<file path="src/rtl/inst_queue_pkg.sv">
// Shared types for the instruction fetch front end: handshake bundles, FIFO entry and FSM states.
package inst_queue_pkg;

    localparam int unsigned XLEN = 32;

    typedef logic [XLEN-1:0] UIntX;
    typedef logic [XLEN-1:0] Addr;

    typedef struct packed {
        logic valid;
        Addr  addr;
    } IReq;

    // Response to the core; its ready travels on a separate input.
    typedef struct packed {
        logic        valid;
        Addr         addr;
        logic [31:0] inst;
        Addr         pred_next;
    } IResp;

    // Read request to the I-cache; its ready travels on a separate input.
    typedef struct packed {
        logic valid;
        Addr  addr;
        logic wen;
        UIntX wdata;
    } CacheReq;

    typedef struct packed {
        logic valid;
        UIntX rdata;
    } CacheResp;

    typedef struct packed {
        logic valid;
        Addr  pc;
        logic taken;
        Addr  target;
    } BrInfo;

    typedef struct packed {
        Addr         addr;
        logic [31:0] inst;
        Addr         pred_next;
    } FetchEntry;

    typedef enum logic [1:0] {
        StIdle,
        StWait,
        StDiscard
    } fetch_state_e;

endpackage

</file>
<file path="src/rtl/inst_fifo.sv">
// Circular buffer of fetched instructions with flush; push into a full FIFO is legal only with a pop.
module inst_fifo
    import inst_queue_pkg::*;
#(
    parameter int unsigned Depth = 4,
    localparam int unsigned CntW = $clog2(Depth) + 1
) (
    input  logic            clk,
    input  logic            rst_n,
    input  logic            flush_i,
    input  logic            push_i,
    input  FetchEntry       push_data_i,
    input  logic            pop_i,
    output FetchEntry       head_o,
    output logic [CntW-1:0] count_o,
    output logic            empty_o
);

    localparam int unsigned PtrW = $clog2(Depth);

    FetchEntry       mem_q [Depth];
    logic [PtrW-1:0] rd_ptr_q, wr_ptr_q;
    logic [CntW-1:0] count_q;
    logic            do_push, do_pop;

    assign do_pop  = pop_i && (count_q != '0);
    assign do_push = push_i && ((count_q != CntW'(Depth)) || do_pop);

    always_ff @(posedge clk or negedge rst_n) begin
        if (!rst_n) begin
            rd_ptr_q <= '0;
            wr_ptr_q <= '0;
            count_q  <= '0;
        end else if (flush_i) begin
            rd_ptr_q <= '0;
            wr_ptr_q <= '0;
            count_q  <= '0;
        end else begin
            if (do_push) wr_ptr_q <= wr_ptr_q + 1'b1;
            if (do_pop)  rd_ptr_q <= rd_ptr_q + 1'b1;
            count_q <= count_q + CntW'(do_push) - CntW'(do_pop);
        end
    end

    // Storage needs no reset: count gates every read.
    always_ff @(posedge clk) begin
        if (do_push && !flush_i) mem_q[wr_ptr_q] <= push_data_i;
    end

    assign head_o  = mem_q[rd_ptr_q];
    assign count_o = count_q;
    assign empty_o = (count_q == '0);

endmodule

</file>
<file path="src/rtl/inst_queue.sv">
// Fetch front end: BTB-predicted PC generation, one outstanding I-cache read, in-order FIFO to core.
// Response/request ready signals are separate inputs because a packed struct has one direction.
module inst_queue
    import inst_queue_pkg::*;
#(
    parameter int unsigned Depth      = 4,
    parameter int unsigned BtbEntries = 16,
    parameter Addr         ResetPc    = '0
) (
    input  logic     clk,
    input  logic     rst_n,
    input  IReq      ireq,
    output IResp     iresp,
    input  logic     iresp_ready,
    output CacheReq  memreq,
    input  logic     memreq_ready,
    input  CacheResp memresp,
    input  BrInfo    brinfo
);

    localparam int unsigned IdxW = $clog2(BtbEntries);
    localparam int unsigned TagW = XLEN - 2 - IdxW;
    localparam int unsigned CntW = $clog2(Depth) + 1;

    fetch_state_e state_q, state_d;
    Addr          pc_q, pc_d;
    logic         run_q;

    logic            btb_valid_q  [BtbEntries];
    logic [TagW-1:0] btb_tag_q    [BtbEntries];
    Addr             btb_target_q [BtbEntries];
    logic [1:0]      btb_ctr_q    [BtbEntries];

    logic [IdxW-1:0] pc_idx, br_idx;
    logic [TagW-1:0] pc_tag, br_tag;
    logic            btb_hit, br_match;
    Addr             pred_next;

    logic            redirect, issue;
    logic            fifo_push, fifo_pop, fifo_empty;
    logic [CntW-1:0] fifo_count;
    FetchEntry       fifo_head, fifo_wdata;
    logic            unused_lsb;

    // Prediction: strongly/weakly taken entries (ctr >= 2) redirect to the stored target.
    assign pc_idx    = pc_q[2 +: IdxW];
    assign pc_tag    = pc_q[XLEN-1 -: TagW];
    assign btb_hit   = btb_valid_q[pc_idx] && (btb_tag_q[pc_idx] == pc_tag) && btb_ctr_q[pc_idx][1];
    assign pred_next = btb_hit ? btb_target_q[pc_idx] : pc_q + Addr'(4);

    assign br_idx     = brinfo.pc[2 +: IdxW];
    assign br_tag     = brinfo.pc[XLEN-1 -: TagW];
    assign br_match   = btb_valid_q[br_idx] && (btb_tag_q[br_idx] == br_tag);
    assign unused_lsb = ^brinfo.pc[1:0];

    always_ff @(posedge clk or negedge rst_n) begin
        if (!rst_n) begin
            for (int i = 0; i < int'(BtbEntries); i++) begin
                btb_valid_q[i]  <= 1'b0;
                btb_tag_q[i]    <= '0;
                btb_target_q[i] <= '0;
                btb_ctr_q[i]    <= 2'd0;
            end
        end else if (brinfo.valid) begin
            if (br_match) begin
                if (brinfo.taken) begin
                    if (btb_ctr_q[br_idx] != 2'd3) btb_ctr_q[br_idx] <= btb_ctr_q[br_idx] + 2'd1;
                    btb_target_q[br_idx] <= brinfo.target;
                end else if (btb_ctr_q[br_idx] != 2'd0) begin
                    btb_ctr_q[br_idx] <= btb_ctr_q[br_idx] - 2'd1;
                end
            end else if (brinfo.taken) begin
                btb_valid_q[br_idx]  <= 1'b1;
                btb_tag_q[br_idx]    <= br_tag;
                btb_target_q[br_idx] <= brinfo.target;
                btb_ctr_q[br_idx]    <= 2'd2;
            end
        end
    end

    assign redirect = ireq.valid;
    // run_q keeps memreq low for the first cycle out of reset.
    assign issue    = run_q && (state_q == StIdle) && (fifo_count < CntW'(Depth)) && !redirect;

    always_comb begin
        state_d   = state_q;
        pc_d      = pc_q;
        fifo_push = 1'b0;
        unique case (state_q)
            StIdle: begin
                if (issue && memreq_ready) state_d = StWait;
            end
            StWait: begin
                // A redirect coinciding with the response drops it; nothing is left pending.
                if (memresp.valid) begin
                    state_d = StIdle;
                    if (!redirect) begin
                        fifo_push = 1'b1;
                        pc_d      = pred_next;
                    end
                end else if (redirect) begin
                    state_d = StDiscard;
                end
            end
            StDiscard: begin
                if (memresp.valid) state_d = StIdle;
            end
            default: state_d = StIdle;
        endcase
        if (redirect) pc_d = ireq.addr;
    end

    always_ff @(posedge clk or negedge rst_n) begin
        if (!rst_n) begin
            state_q <= StIdle;
            pc_q    <= ResetPc;
            run_q   <= 1'b0;
        end else begin
            state_q <= state_d;
            pc_q    <= pc_d;
            run_q   <= 1'b1;
        end
    end

    assign fifo_wdata = '{addr: pc_q, inst: memresp.rdata[31:0], pred_next: pred_next};
    assign fifo_pop   = iresp.valid && iresp_ready;

    inst_fifo #(
        .Depth (Depth)
    ) u_fifo (
        .clk         (clk),
        .rst_n       (rst_n),
        .flush_i     (redirect),
        .push_i      (fifo_push),
        .push_data_i (fifo_wdata),
        .pop_i       (fifo_pop),
        .head_o      (fifo_head),
        .count_o     (fifo_count),
        .empty_o     (fifo_empty)
    );

    assign iresp.valid     = !fifo_empty && !redirect;
    assign iresp.addr      = fifo_head.addr;
    assign iresp.inst      = fifo_head.inst;
    assign iresp.pred_next = fifo_head.pred_next;

    assign memreq.valid = issue;
    assign memreq.addr  = pc_q;
    assign memreq.wen   = 1'b0;
    assign memreq.wdata = '0;

endmodule

</file>
<file path="config.mk">
export PLATFORM = sky130hd
export DESIGN_NAME = inst_queue
export DESIGN_NICKNAME = d
export VERILOG_FILES = /design/src/rtl/inst_queue_pkg.sv /design/src/rtl/inst_fifo.sv /design/src/rtl/inst_queue.sv
export SDC_FILE = /design/constraint.sdc
export NUM_CORES = 2
export LEC_CHECK = 0
export CAP_MARGIN = 25
export CORE_MARGIN = 1
export CORE_UTILIZATION = 50
export DETAILED_ROUTE_END_ITERATION = 16
export PLACE_DENSITY_LB_ADDON = 0.08
export SYNTH_ARGS = -nofsm -noshare
export SYNTH_HDL_FRONTEND = slang
export SYNTH_SLANG_ARGS = --single-unit
export TNS_END_PERCENT = 20
</file>
<file path="constraint.sdc">
create_clock -name clk -period 11 [get_ports clk]
set_input_delay 1.65 -clock clk [delete_from_list [all_inputs] [get_ports clk]]
set_output_delay 1.65 -clock clk [all_outputs]
set_load 0.03 [all_outputs]
</file>
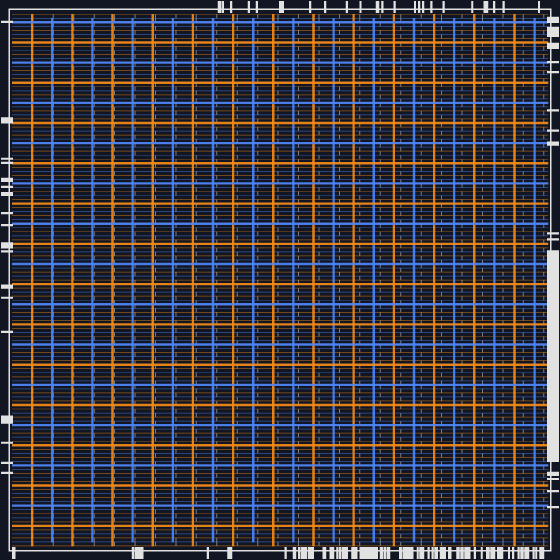
power_grid.png
Pins as bars on the die edge. Tap cells in grey.
Key: orange = VSS; blue = VDD
133 met1 rails follow the rows. The core has 132 rows. 1742 tap cells. 299 signal pins sit on the boundary.
chip height: 364.6 um
width of the die: 364.6 um

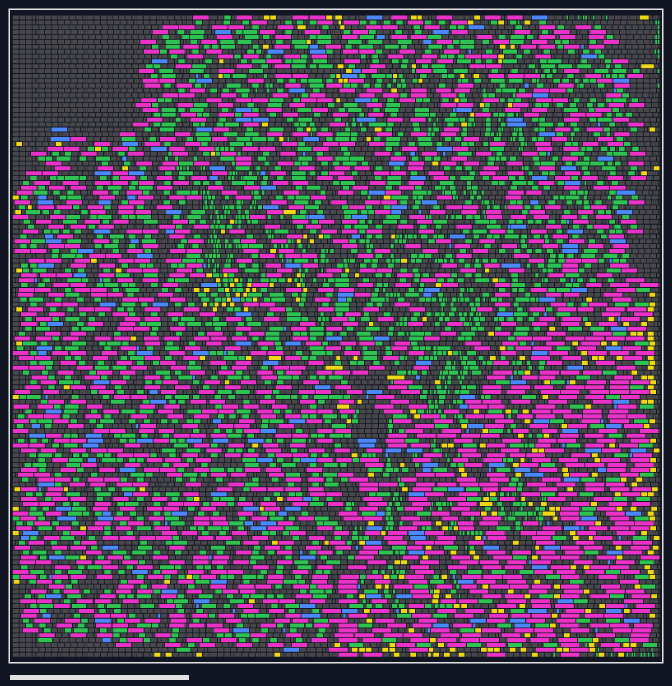
placement_by_type.png
Scale bar: 100 um. Fill, decap, tap and diode cells in grey.
Key: blue = clock drivers and dummy loads [cells 276]; green = combinational and other logic [cells 2247]; magenta = flops [cells 1402]; yellow = other buffers and delay cells [cells 354]
fin area: 74850 um2
core area: 130000 um2
sequential share of cell area: 0.4947
num rows: 132
final core occ: 0.5759

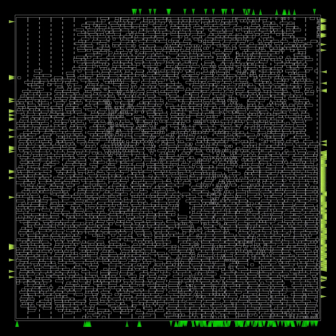
placement.png
flip-flops: 1402
Fillers: 10180
non-filler instance count after layout: 6026
n_taps: 1742

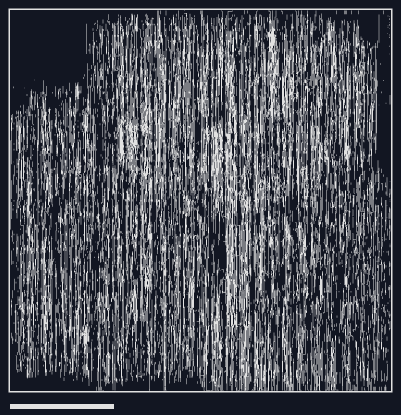
layer_met2.png
Scale bar: 100 um.
The layer holds 47% of the routed length. 3946 nets have wire on it. The longest straight run is 136 um. The wires run mostly vertical.
DR vias: 36980
WL final: 178000 um
met2 GRT Util: 0.4273

==> results_dict.tcl <==
# implementation run metrics
set metrics [dict create \
    period_minus_slack_ns 6.639 \
    cts_buffer_depth 3 \
    flop_cell "dfrtp_1" \
    initial_core_util 0.5058 \
    critPathCaptureType "flip-flop" \
    clk_latency_ns 0.78 \
    finClkSkew_ns 0.01879 \
    synth-async-reset-ratio 0.7261 \
    regArea_um2 37030 \
    clk_share 0.06895 \
    xor_area_frac 0.009458 \
    irDropWorstVdd_v 0.0001826 \
    ys_sh_simple 0.02786 \
    critPathMaxFanout 45 \
    combGateArea_um2 26930 \
    cp.depth 12 \
    cts.htree.levels 4 \
    cts_buffers 154 \
    top_usage_layer "met2" \
    slew_viol_final 0 \
    worstPathArrival_ns 7.28 \
    startpoint "brinfo[35]" \
    met3_usage 0.05497 \
    ys_area_um2 65750 \
    io_buffer_count 263 \
    routedWlPerCell_um 29.53 \
    slowest_stage "buf_4" \
    setup_viol 0 \
    num-nonclk-inverters 28 \
    vias_per_cell 6.136 \
    post_cts_resized 0 \
    relSlewSlack 0.2853 \
    status "finished clean" \
    required_ns 11.64 \
    grt_pass1_wl_um 265800 \
    worst_pin_slew_ns 1.061 \
    avgSynthCellArea_um2 16.42 \
    rrSetupSlack_ns 4.98 \
    n_antenna_cell 5 \
    syn_to_final_growth_pct 13.85 \
    nClkBuffers 227 \
    cp-start-kind "input port" \
    cts-root-buf "clkbuf_16" \
    ys_sh_mux 0.3430 \
    wl_met2_um 83910 \
    gp_congestion 0.8066 \
    cts.sinks 1402 \
    min-delay-start "btb_valid_q[1]$_DFFE_PN0P_" \
    ys_top_logic_family "multiplexers" \
    power.density_nw_per_um2 199.1 \
    layout.nets 4305 \
    yosysWarnings 0 \
    postCtsSetupBuffers 0 \
    biggestCellCategory "registers" \
    crit_end "btb_tag_q[246]$_DFFE_PN0P_" \
    use_met1 0.3967 \
    setup_ws_ns 4.361 \
    antenna_found_initial 18 \
    grt_max_degree 149 \
    io_pins 299 \
    signal_buffers 354 \
    log.warning_count 45 \
    dp_hpwl_um 103300 \
    clk_pin_slew_worst_paths_ns 0.05 \
    syn_area_um2 65750 \
    max_stage_delay_ns 0.73 \
    rr_worst_depth 12 \
    track_usage 0.2741 \
    finalPower_mw 14.90 \
    die_area_um2 133000 \
    r2r_end "pc_q[8]$_DFFE_PN0P_" \
    synth-compound-area-share 0.02287 \
    first_pass_iters 6 \
    ys_seq_frac 0.5628 \
    tns_ns 0 \
    placed_cell_area_um2 69610 \
    rr_startpoint "pc_q[2]$_DFFE_PN0P_" \
    ys_cells 4005 \
    synth-edff-count 384 \
    drc 0 \
    syn_inst 4005 \
    grt_overflow_total 0 \
    period_used_share 0.6035 \
]
-- report_power, final --
part / total, mW / switching (mW) / internal [mW]
sequential: 6.60 / 0.501 / 6.10
combinational: 3.05 / 1.44 / 1.61
clock: 5.25 / 2.12 / 3.14
total: 14.9 / 4.06 / 10.8
-- synth_stat cells, types with 10 or more instances --
library cell	n	area, um2
a21oi_1	10	50.05
a221o_1	29	290.3
a22oi_1	37	277.8
and2_1	23	143.9
and3_1	39	244.0
buf_1	39	146.4
buf_2	64	320.3
buf_4	46	345.3
buf_6	37	416.7
clkbuf_1	202	758.2
dfrtp_1	1018	25470
edfxtp_1	384	11530
inv_1	27	101.4
mux2_1	305	3435
mux2_2	684	7702
mux2_4	10	150.1
mux2i_1	131	1311
mux4_2	442	9955
nand2_1	62	232.7
nand2b_1	11	68.82
nand3_1	34	170.2
nand4_1	31	193.9
nor2_1	51	191.4
nor2b_1	16	100.1
nor3_1	24	120.1
o21ai_0	25	125.1
or2_1	16	100.1
xnor2_1	38	332.8
xor2_1	33	289.0
-- layout by cell type (no fill, tap or decap), types with 37 or more instances in the layout --
cell,Yosys,final
nor2_1,51,43
clkdlybuf4s50_1,0,258
mux2i_1,131,131
mux4_2,442,442
clkbuf_16,0,162
edfxtp_1,384,384
a22oi_1,37,37
dfrtp_1,1018,1012
nand2_1,62,58
mux2_2,684,684
xnor2_1,38,38
mux2_1,305,305
buf_4,46,81
and3_1,39,39
-- sequential cells by signal (all words and copies together), names as in the netlist --
register	count
u_fifo.rd_ptr_q	2
btb_target_q	512
state_q	2
btb_tag_q	416
btb_ctr_q	32
u_fifo.mem_q	384
u_fifo.wr_ptr_q	2
btb_valid_q	16
u_fifo.count_o	3
pc_q	32
run_q	1
